[src/rtl/riscv_ctrl_pkg.sv]
// riscv_ctrl_pkg: shared state, select encodings and instruction-class indices
package riscv_ctrl_pkg;

    typedef enum logic [2:0] {
        FETCH  = 3'd0,
        DECODE = 3'd1,
        EXEC   = 3'd2,
        MEM    = 3'd3,
        WB     = 3'd4
    } state_t;

    localparam logic [2:0] IMM_R = 3'b000, IMM_I = 3'b001, IMM_B = 3'b010;
    localparam logic [2:0] IMM_S = 3'b011, IMM_U = 3'b100, IMM_J = 3'b101;
    localparam logic [1:0] RD_ALU = 2'b00, RD_PC4 = 2'b01, RD_IMM = 2'b10;
    localparam logic [1:0] A_RS1 = 2'b00, A_PC = 2'b01, A_PCJ = 2'b10;
    localparam logic [1:0] PC_PLUS4 = 2'b00, PC_IMM = 2'b01, PC_RS1 = 2'b10;

    // Flag vector bit k maps to class k+1; class 0 means "nothing latched"
    localparam int NCLS = 9;
    typedef logic [3:0] cls_t;
    localparam cls_t CLS_NONE = 4'd0, CLS_R = 4'd1, CLS_I = 4'd2, CLS_S = 4'd3;
    localparam cls_t CLS_B = 4'd4, CLS_L = 4'd5, CLS_JAL = 4'd6, CLS_JALR = 4'd7;
    localparam cls_t CLS_AUIPC = 4'd8, CLS_LUI = 4'd9;

    // {imme_sel, rd_sel, rs1_sel} for a latched class
    function automatic logic [6:0] sel_decode(cls_t c);
        case (c)
            CLS_I, CLS_L: sel_decode = {IMM_I, RD_ALU, A_RS1};
            CLS_S:        sel_decode = {IMM_S, RD_ALU, A_RS1};
            CLS_B:        sel_decode = {IMM_B, RD_ALU, A_PC};
            CLS_JAL:      sel_decode = {IMM_J, RD_PC4, A_PCJ};
            CLS_JALR:     sel_decode = {IMM_I, RD_PC4, A_RS1};
            CLS_AUIPC:    sel_decode = {IMM_U, RD_ALU, A_PC};
            CLS_LUI:      sel_decode = {IMM_U, RD_IMM, A_PC};
            default:      sel_decode = {IMM_R, RD_ALU, A_RS1};
        endcase
    endfunction

endpackage

[src/rtl/multicycle_controller_if.sv]
// multicycle_controller_if: decoder flags, memory handshakes and datapath controls
interface multicycle_controller_if;
    import riscv_ctrl_pkg::*;

    logic r_type, i_type, store, branch, load, jal, jalr, auipc, lui;
    logic branch_taken, imem_ready, dmem_ready;
    logic imem_req, dmem_req, ir_en, pc_en, reg_write, mem_write, we_re, illegal;
    logic [2:0] imme_sel, state;
    logic [1:0] rd_sel, rs1_sel, pc_sel;
    logic [31:0] instret;

    modport master (
        output r_type, i_type, store, branch, load, jal, jalr, auipc, lui,
        output branch_taken, imem_ready, dmem_ready,
        input  imem_req, dmem_req, ir_en, pc_en, reg_write, mem_write, we_re, illegal,
        input  imme_sel, state, rd_sel, rs1_sel, pc_sel, instret
    );

    modport slave (
        input  r_type, i_type, store, branch, load, jal, jalr, auipc, lui,
        input  branch_taken, imem_ready, dmem_ready,
        output imem_req, dmem_req, ir_en, pc_en, reg_write, mem_write, we_re, illegal,
        output imme_sel, state, rd_sel, rs1_sel, pc_sel, instret
    );

endinterface

[src/rtl/instr_class_encoder.sv]
// instr_class_encoder: one-hot check of decoder flags and class index encoding
module instr_class_encoder
    import riscv_ctrl_pkg::*;
(
    input  logic [NCLS-1:0] i_flags,
    output cls_t            o_class,
    output logic            o_illegal
);

    // Zero or several flags is undecodable and yields no class
    always_comb begin
        o_class   = CLS_NONE;
        o_illegal = !$onehot(i_flags);
        for (int k = 0; k < NCLS; k++)
            if (i_flags[k]) o_class = cls_t'(k + 1);
        if (o_illegal) o_class = CLS_NONE;
    end

endmodule

[src/rtl/multicycle_controller.sv]
// multicycle_controller: FETCH/DECODE/EXEC/MEM/WB sequencer for a multicycle RISC-V core
module multicycle_controller
    import riscv_ctrl_pkg::*;
(
    input  logic clk,
    input  logic rst_n,
    multicycle_controller_if.slave bus
);

    state_t      r_state, w_next;
    cls_t        r_class, w_class;
    logic        w_bad, w_ir_en, w_illegal, w_pc_en;
    logic        r_imem_req, r_dmem_req, r_mem_write, r_we_re, r_reg_write;
    logic [1:0]  w_pc_sel;
    logic [31:0] r_instret;

    instr_class_encoder u_enc (
        .i_flags   ({bus.lui, bus.auipc, bus.jalr, bus.jal, bus.load,
                     bus.branch, bus.store, bus.i_type, bus.r_type}),
        .o_class   (w_class),
        .o_illegal (w_bad)
    );

    // Next state; ready strobes only matter in the state that owns them
    always_comb begin
        w_next = FETCH;
        case (r_state)
            FETCH:   w_next = bus.imem_ready ? DECODE : FETCH;
            DECODE:  w_next = w_bad ? FETCH : EXEC;
            EXEC:    w_next = (r_class == CLS_B) ? FETCH :
                              (r_class == CLS_L || r_class == CLS_S) ? MEM : WB;
            MEM:     w_next = !bus.dmem_ready ? MEM : (r_class == CLS_S) ? FETCH : WB;
            default: w_next = FETCH;
        endcase
    end

    // Strobes that depend on same-cycle inputs; forced low while in reset
    always_comb begin
        w_ir_en   = rst_n && r_state == FETCH && bus.imem_ready;
        w_illegal = rst_n && r_state == DECODE && w_bad;
        w_pc_en   = rst_n && (w_illegal || r_state == WB ||
                              (r_state == EXEC && r_class == CLS_B) ||
                              (r_state == MEM && r_class == CLS_S && bus.dmem_ready));
        w_pc_sel  = (r_state == EXEC && r_class == CLS_B && bus.branch_taken) ? PC_IMM :
                    (r_state == WB && r_class == CLS_JAL) ? PC_IMM :
                    (r_state == WB && r_class == CLS_JALR) ? PC_RS1 : PC_PLUS4;
    end

    // State, class register and state-entry outputs registered from the next state
    always_ff @(posedge clk or negedge rst_n) begin
        if (!rst_n) begin
            r_state     <= FETCH;
            r_class     <= CLS_NONE;
            r_imem_req  <= 1'b1;
            r_dmem_req  <= 1'b0;
            r_mem_write <= 1'b0;
            r_we_re     <= 1'b0;
            r_reg_write <= 1'b0;
        end else begin
            r_state     <= w_next;
            if (r_state == DECODE) r_class <= w_class;
            r_imem_req  <= w_next == FETCH;
            r_dmem_req  <= w_next == MEM;
            r_mem_write <= w_next == MEM && r_class == CLS_S;
            r_we_re     <= w_next == MEM && r_class == CLS_L;
            r_reg_write <= w_next == WB;
        end
    end

    // Retired-instruction counter, wraps naturally at 32 bits
    always_ff @(posedge clk or negedge rst_n) begin
        if (!rst_n) r_instret <= '0;
        else if (w_pc_en && !w_illegal) r_instret <= r_instret + 32'd1;
    end

    assign bus.state     = r_state;
    assign bus.imem_req  = r_imem_req;
    assign bus.dmem_req  = r_dmem_req;
    assign bus.mem_write = r_mem_write;
    assign bus.we_re     = r_we_re;
    assign bus.reg_write = r_reg_write;
    assign bus.ir_en     = w_ir_en;
    assign bus.illegal   = w_illegal;
    assign bus.pc_en     = w_pc_en;
    assign bus.pc_sel    = w_pc_sel;
    assign bus.instret   = r_instret;
    assign {bus.imme_sel, bus.rd_sel, bus.rs1_sel} = sel_decode(r_class);

endmodule

[src/flat_wrapper.sv]
// flat-port wrapper written by rule: the top's interface ports become plain ports
module multicycle_controller_flat import riscv_ctrl_pkg::*;
  (clk, rst_n, bus_r_type, bus_i_type, bus_store, bus_branch, bus_load, bus_jal, bus_jalr, bus_auipc, bus_lui, bus_branch_taken, bus_imem_ready, bus_dmem_ready, bus_imem_req, bus_dmem_req, bus_ir_en, bus_pc_en, bus_reg_write, bus_mem_write, bus_we_re, bus_illegal, bus_imme_sel, bus_state, bus_rd_sel, bus_rs1_sel, bus_pc_sel, bus_instret);
  multicycle_controller_if bus_i ();
  input  logic clk;
  input  logic rst_n;
  input wire logic [$bits(bus_i.r_type)-1:0] bus_r_type;
  input wire logic [$bits(bus_i.i_type)-1:0] bus_i_type;
  input wire logic [$bits(bus_i.store)-1:0] bus_store;
  input wire logic [$bits(bus_i.branch)-1:0] bus_branch;
  input wire logic [$bits(bus_i.load)-1:0] bus_load;
  input wire logic [$bits(bus_i.jal)-1:0] bus_jal;
  input wire logic [$bits(bus_i.jalr)-1:0] bus_jalr;
  input wire logic [$bits(bus_i.auipc)-1:0] bus_auipc;
  input wire logic [$bits(bus_i.lui)-1:0] bus_lui;
  input wire logic [$bits(bus_i.branch_taken)-1:0] bus_branch_taken;
  input wire logic [$bits(bus_i.imem_ready)-1:0] bus_imem_ready;
  input wire logic [$bits(bus_i.dmem_ready)-1:0] bus_dmem_ready;
  output wire logic [$bits(bus_i.imem_req)-1:0] bus_imem_req;
  output wire logic [$bits(bus_i.dmem_req)-1:0] bus_dmem_req;
  output wire logic [$bits(bus_i.ir_en)-1:0] bus_ir_en;
  output wire logic [$bits(bus_i.pc_en)-1:0] bus_pc_en;
  output wire logic [$bits(bus_i.reg_write)-1:0] bus_reg_write;
  output wire logic [$bits(bus_i.mem_write)-1:0] bus_mem_write;
  output wire logic [$bits(bus_i.we_re)-1:0] bus_we_re;
  output wire logic [$bits(bus_i.illegal)-1:0] bus_illegal;
  output wire logic [$bits(bus_i.imme_sel)-1:0] bus_imme_sel;
  output wire logic [$bits(bus_i.state)-1:0] bus_state;
  output wire logic [$bits(bus_i.rd_sel)-1:0] bus_rd_sel;
  output wire logic [$bits(bus_i.rs1_sel)-1:0] bus_rs1_sel;
  output wire logic [$bits(bus_i.pc_sel)-1:0] bus_pc_sel;
  output wire logic [$bits(bus_i.instret)-1:0] bus_instret;
  assign bus_i.r_type = bus_r_type;
  assign bus_i.i_type = bus_i_type;
  assign bus_i.store = bus_store;
  assign bus_i.branch = bus_branch;
  assign bus_i.load = bus_load;
  assign bus_i.jal = bus_jal;
  assign bus_i.jalr = bus_jalr;
  assign bus_i.auipc = bus_auipc;
  assign bus_i.lui = bus_lui;
  assign bus_i.branch_taken = bus_branch_taken;
  assign bus_i.imem_ready = bus_imem_ready;
  assign bus_i.dmem_ready = bus_dmem_ready;
  assign bus_imem_req = bus_i.imem_req;
  assign bus_dmem_req = bus_i.dmem_req;
  assign bus_ir_en = bus_i.ir_en;
  assign bus_pc_en = bus_i.pc_en;
  assign bus_reg_write = bus_i.reg_write;
  assign bus_mem_write = bus_i.mem_write;
  assign bus_we_re = bus_i.we_re;
  assign bus_illegal = bus_i.illegal;
  assign bus_imme_sel = bus_i.imme_sel;
  assign bus_state = bus_i.state;
  assign bus_rd_sel = bus_i.rd_sel;
  assign bus_rs1_sel = bus_i.rs1_sel;
  assign bus_pc_sel = bus_i.pc_sel;
  assign bus_instret = bus_i.instret;
  multicycle_controller u_core (.clk(clk), .rst_n(rst_n), .bus(bus_i));
endmodule
[config.mk]
export PLATFORM = sky130hd
export DESIGN_NAME = multicycle_controller_flat
export DESIGN_NICKNAME = d
export VERILOG_FILES = /design/src/rtl/riscv_ctrl_pkg.sv /design/src/rtl/multicycle_controller_if.sv /design/src/rtl/instr_class_encoder.sv /design/src/rtl/multicycle_controller.sv /design/src/flat_wrapper.sv
export SDC_FILE = /design/constraint.sdc
export NUM_CORES = 1
export LEC_CHECK = 0
export CORE_MARGIN = 2
export CORE_UTILIZATION = 45
export CTS_BUF_LIST = sky130_fd_sc_hd__clkbuf_8
export DETAILED_ROUTE_END_ITERATION = 8
export GPL_TIMING_DRIVEN = 0
export PLACE_DENSITY = 0.8
export SLEW_MARGIN = 10
export SYNTH_ARGS = -nofsm -noshare
export SYNTH_HDL_FRONTEND = slang
export SYNTH_HIERARCHICAL = 1
export SYNTH_SLANG_ARGS = --single-unit
export TNS_END_PERCENT = 1
[constraint.sdc]
create_clock -name clk -period 6.4 [get_ports clk]
set_input_delay 1.6 -clock clk [delete_from_list [all_inputs] [get_ports clk]]
set_output_delay 1.6 -clock clk [all_outputs]
set_load 0.005 [all_outputs]
==> notes.md <==
Implementation summary

The met3 global-route usage is under 10%. By instance count after routing, the leading logic cell types are sky130_fd_sc_hd__clkdlybuf4s50_1, sky130_fd_sc_hd__dfrtp_1, sky130_fd_sc_hd__xor2_1, sky130_fd_sc_hd__inv_1, sky130_fd_sc_hd__nand2_1. The tool warning count for the run is 30. For this block, the routed nets add up to about 5.6 mm of wire. The later pin in the worst-skew pair is clocked with a latency of 0.30 ns. The tightest min-delay check is of the flop to flop type. The synthesized-area fraction occupied by and/or/nand/nor cells is around 27%.

Once routing completed, OpenROAD measured the worst setup slack at -0.266 ns. The first global-routing pass estimated around 9.8 mm of wire. The overall fraction of global-route tracks in use is approximately a fifth.

The final reports fail on setup timing. Nets still carrying antenna violations after routing amount to 0. The delay of the slowest critical-path stage is around 0.55 ns. Max-cap violations in this run came to 0. The run finished, with violations left. The critical path arrival is 5.07 ns. STA shows the worst reg2reg path with a cell count of 6. The residual overflow from global routing is 0. The number of ordinary inverters in the final layout is 24. The total met3 wirelength after detailed routing is 344 um.

The detailed-routed wire length on met2 is approximately 2.8 mm. The synthesized netlist occupies a cell area of 2560 um2. The flop count is 44.

The total of endpoints with negative setup slack in the final report is 2. The fraction of layout cells with a size suffix above 1 is 21.0%. The layer with the highest usage after global routing is met2. Per the repair_timing log after CTS, setup buffers inserted total 9.

The fraction of met1 tracks used by global routing is between 20 and 30%. The terminus of the critical flop-to-flop path is u_core/bus.instret[1]. After routing the design area is 3520 um2. The register with the most flip-flops in the layout has 32 of them.

The largest family of logic cells by area is simple AND/OR/NAND/NOR gates. The category of the critical setup timing path is input pin to primary output. Looking at area per cell type in the netlist, the leader is sky130_fd_sc_hd__dfrtp_1.

Summed over all cells, the static leakage comes to ~1.5 nW. The top fanout value on the critical path is 2. After detailed routing, the average wire length per cell comes to 13.9 um.

The number of flip-flops and latches in the synthesized netlist is 44.
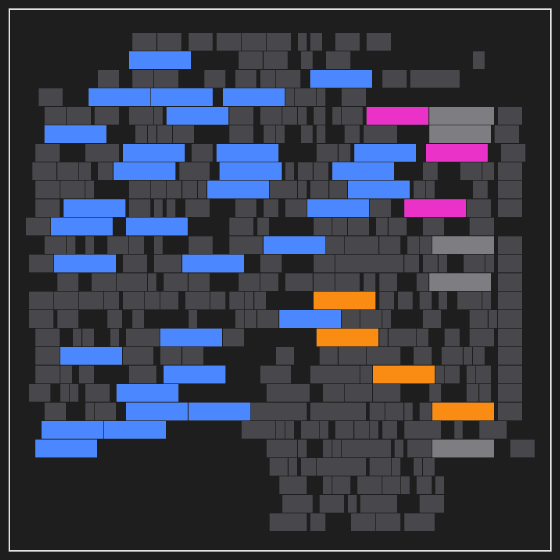
(images/flops_by_reg.png)
netlist name	color	placed flops
u_core/bus.state	magenta	3
u_core/r_class	orange	4
u_core/bus.instret	blue	32

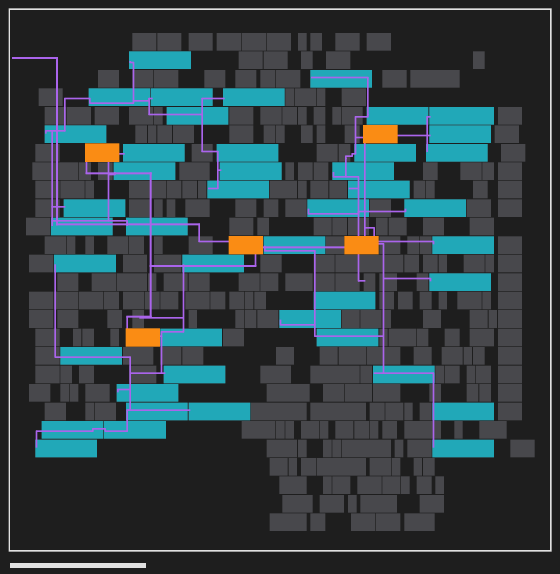
(images/clk_routes.png)
Scale bar: 20 um.
[clock wires] purple | length: 525 um
[clock drivers] orange | count: 5
[flip-flops] cyan | count: 44
routed clock nets	6

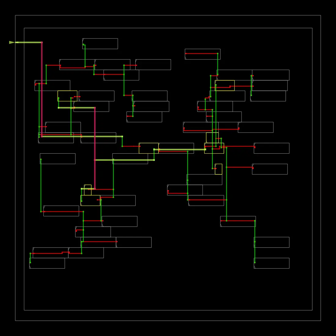
(images/clocks.png)
CTS Sinks: 44
power in the clock group: 0.172 mW

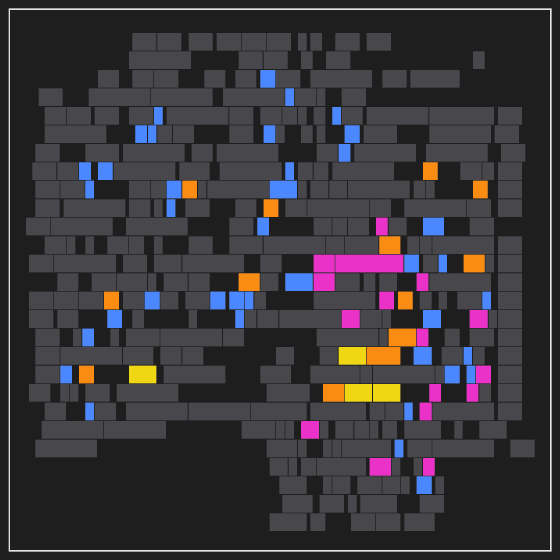
(images/logic_types.png)
family	color	cells
NAND gates	blue	39
multiplexers	yellow	4
AND and OR gates	orange	13
inverting AOI/OAI gates	magenta	16

Power is estimated from default activity; no workload was simulated.
